==> config.mk <==
export PLATFORM = sky130hd
export DESIGN_NAME = cdc_cmd_rx
export DESIGN_NICKNAME = d
export VERILOG_FILES = /design/src/rtl/cdc_pkg.sv /design/src/rtl/sync_ff.sv /design/src/rtl/cdc_cmd_rx.sv
export SDC_FILE = /design/constraint.sdc
export NUM_CORES = 1
export LEC_CHECK = 0
export ABC_AREA = 1
export ABC_CLOCK_PERIOD_IN_PS = 1700
export CAP_MARGIN = 0
export CORE_ASPECT_RATIO = 0.9
export CORE_MARGIN = 2
export CORE_UTILIZATION = 43
export CTS_BUF_LIST = sky130_fd_sc_hd__clkbuf_8 sky130_fd_sc_hd__clkbuf_16
export CTS_CLUSTER_DIAMETER = 60
export DETAILED_ROUTE_END_ITERATION = 10
export GPL_TIMING_DRIVEN = 0
export HOLD_SLACK_MARGIN = 0.03
export PLACE_DENSITY_LB_ADDON = 0.08
export SKIP_CTS_REPAIR_TIMING = 1
export SLEW_MARGIN = 20
export SYNTH_ARGS = -nofsm -noshare
export SYNTH_HDL_FRONTEND = slang
export SYNTH_SLANG_ARGS = --single-unit
==> constraint.sdc <==
create_clock -name clk_fast -period 1.7 [get_ports clk_fast]
set_clock_uncertainty 0.2 [all_clocks]
set_input_delay 0.17 -clock clk_fast [delete_from_list [all_inputs] [get_ports clk_fast]]
set_output_delay 0.17 -clock clk_fast [all_outputs]
set_load 0.1 [all_outputs]
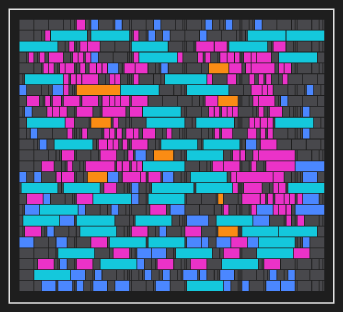
Run 1: cells coloured by class
Drawn at 4 px/um. Fill, decap, tap and diode cells in grey.
clock drivers and dummy loads -> orange  # cells 8
registers -> cyan  # cells 49
remaining buffers and delay cells -> blue  # cells 74
remaining logic cells -> magenta  # cells 170
final core utilization: 60.2%
core area: 5190 um2
sequential portion of the cell area: 40.5%
final instance area: 3130 um2
row cnt: 25

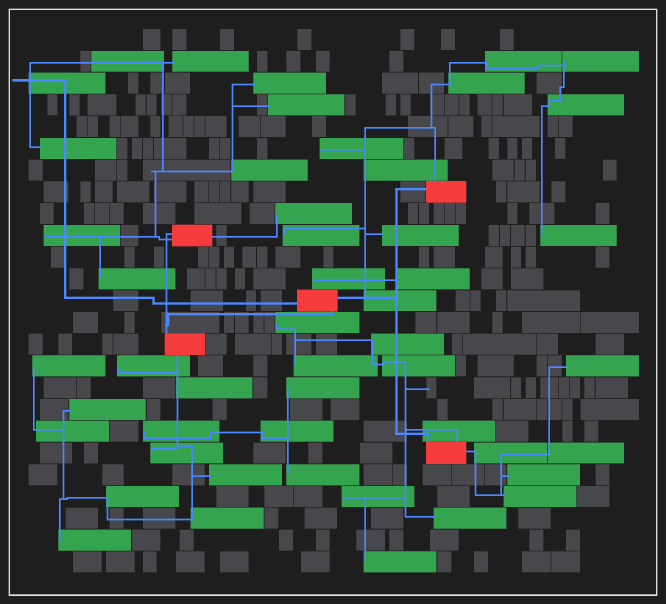
Run 1: routed clock nets over the placement
Drawn at 8 px/um.
flip-flops -> green  # count 49
clock-net drivers -> red  # count 5
clock wires -> blue  # length 619 um
flops lie = widely spread
routed clock nets = 6
Latency at later pin: 0.30 ns

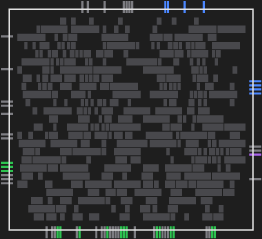
Run 1: ports around the boundary
Drawn at 3 px/um. Pins as bars across the die edge, other pins in grey.
`cmd_data` -> green  # pins 16, direction output, edge 13 south, 3 west
`cmd_valid` -> purple  # pins 1, direction output, edge east
`err_cnt` -> blue  # pins 8, direction output, edge 4 north, 4 east
die width: 80.7 um
Die Height: 73.1 um
port buffer count: 62

==> job_summary.md, run 1 <==
## PnR job results

| Metric | Value |
|---|---|
| Status | complete, no violations |
| Seq/Total Area, Yosys | 53.8% |
| Final hold violation count | 0 |
| Most common logic cells in the final layout | 53 x nand2_1, 41 x clkbuf_2, 26 x dfrtp_1 |
| Asr flop ratio synth | 100% |
| Clock Sinks | 49 |
| Ports | 63 |
| Detail Placement HPWL | 3240 um |
| Mean Syn Cell Area | 10.3 um2 |
| DR pass1 iterations | 4 |
| Most numerous logic cell after layout | nand2_1 |
| Tool warnings | 31 |
| # DRC | 0 |
| EDFF count, synth | 0 |
| CTS clock-pin slew for the worst setup and hold paths | 0.09 ns |
| Placed cell area | 3060 um2 |
| Crit path required time | 1.33 ns |
| Routed WL | 4460 um |
| Initial core utilization | 43.9% |
| Post-Synthesis Cell Area | 2280 um2 |
| Global Route met1 Usage | 20.3% |
| Synth-to-layout area growth | 37.2% |
| Post-synthesis mux area share | 7.91% |
| Via count | 1719 |
| Xor+xnor area frac | 6.48% |
| Yosys simple share | 21.1% |
| Worst slew pin tran | 0.625 ns |
| Max Buffers Root-to-Sink | 2 |
| Nets | 326 |
| Flops | 49 |
==> run 1: worst max-delay path: cells and delay by family (launching register included) <==
family | cells | cell delay [ns]
adders and majority gates | 1 | 0.16
buffers and inverters | 3 | 0.46
DFF | 1 | 0.41
==> run 1: per-stage QoR <==
step / hold slack [ns]
finish: 0.117
global route: 0.0990
CTS: -0.300
detailed placement: 0.0356
global placement: 0.134
floorplan: -0.326
## Run 2: what changed since run 1
--- a/config.mk
+++ b/config.mk
@@ -9,7 +9,6 @@
 export ABC_CLOCK_PERIOD_IN_PS = 1700
 export CAP_MARGIN = 0
 export CORE_ASPECT_RATIO = 0.9
-export CORE_MARGIN = 2
 export CORE_UTILIZATION = 43
 export CTS_BUF_LIST = sky130_fd_sc_hd__clkbuf_8 sky130_fd_sc_hd__clkbuf_16
 export CTS_CLUSTER_DIAMETER = 60
@@ -21,4 +20,5 @@
 export SLEW_MARGIN = 20
 export SYNTH_ARGS = -nofsm -noshare
 export SYNTH_HDL_FRONTEND = slang
+export SYNTH_HIERARCHICAL = 1
 export SYNTH_SLANG_ARGS = --single-unit
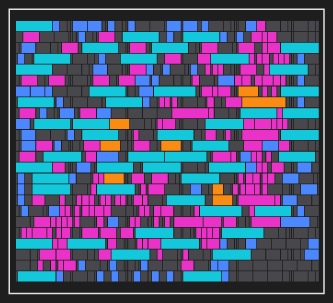
Run 2: cells coloured by class
Drawn at 4 px/um. Fill, decap, tap and diode cells in grey.
clock drivers and dummy loads -> orange  # cells 8
registers -> cyan  # cells 49
remaining buffers and delay cells -> blue  # cells 75
remaining logic cells -> magenta  # cells 168
final instance area: 3130 um2
sequential portion of the cell area: 40.5%
final core utilization: 63.1%

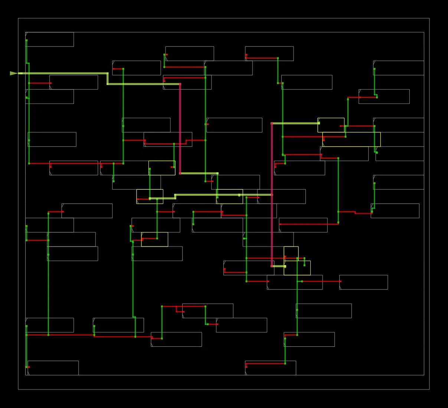
Run 2: clock routing
Clock Sinks: 49
Num CTS Buffers: 5
Flops: 49

==> run 2 against run 1 <==
Net effect:
- the run now ends with negative setup slack left
- synthesized cell count down 0.90%
- flip-flop count did not move
==> job_summary.md, run 2 <==
## PnR job results

| Metric | Value |
|---|---|
| Detail Placement HPWL | 3130 um (-3.5%) |
| Initial core utilization | 45.5% (+1.6 points) |
| Tool warnings | 31 (unchanged) |
| Failing checks | negative setup slack |
| Post-Synthesis Cell Area | 2250 um2 (-1.1%) |
| Die Height | 70.7 um (-3.3%) |
| Xor+xnor area frac | 5.44% (-1.0 points) |
| Finish-stage setup viols | 2 |
| Most numerous logic cell after layout | nand2_1 |
| Die width | 78.3 um (-3.0%) |
| Final worst slack | -0.0215 ns |
| Status | finished with violations |
| Final hold violation count | 0 (unchanged) |
| Crit path required time | 1.33 ns (about the same) |
| Yosys simple share | 21.9% (+0.79 points) |
[run 2: cell types whose count changed in the layout (fill, tap and decap cells not counted), sizes merged, moves of 2 or more]
cell   delta
a21oi     -2
xor2      -2
inv       -2
nand2     -2
nor2      +2
[run 2: logic make-up (layout without fill, tap and decap cells)]
group           after synthesis  after routing
fa+ha+maj                     6              6
flops                        49             49
other cells                   1              1
simple gates                 98             98
xor+xnor                     14             14
buf+inv                      27            108
mux                          16             16
compound gates                8              8
[run 2: routing by layer]
| metal | vias up | share of wire (%) | global-route usage [%] |
|---|---|---|---|
| li1 | 849 | - | - |
| met1 | 829 | 45 | 21.9 |
| met2 | 34 | 49 | 28.8 |
| met3 | 5 | 5.2 | 5.68 |
| met4 | 0 | 0.97 | 4.94 |
| met5 | - | 0 | 0 |
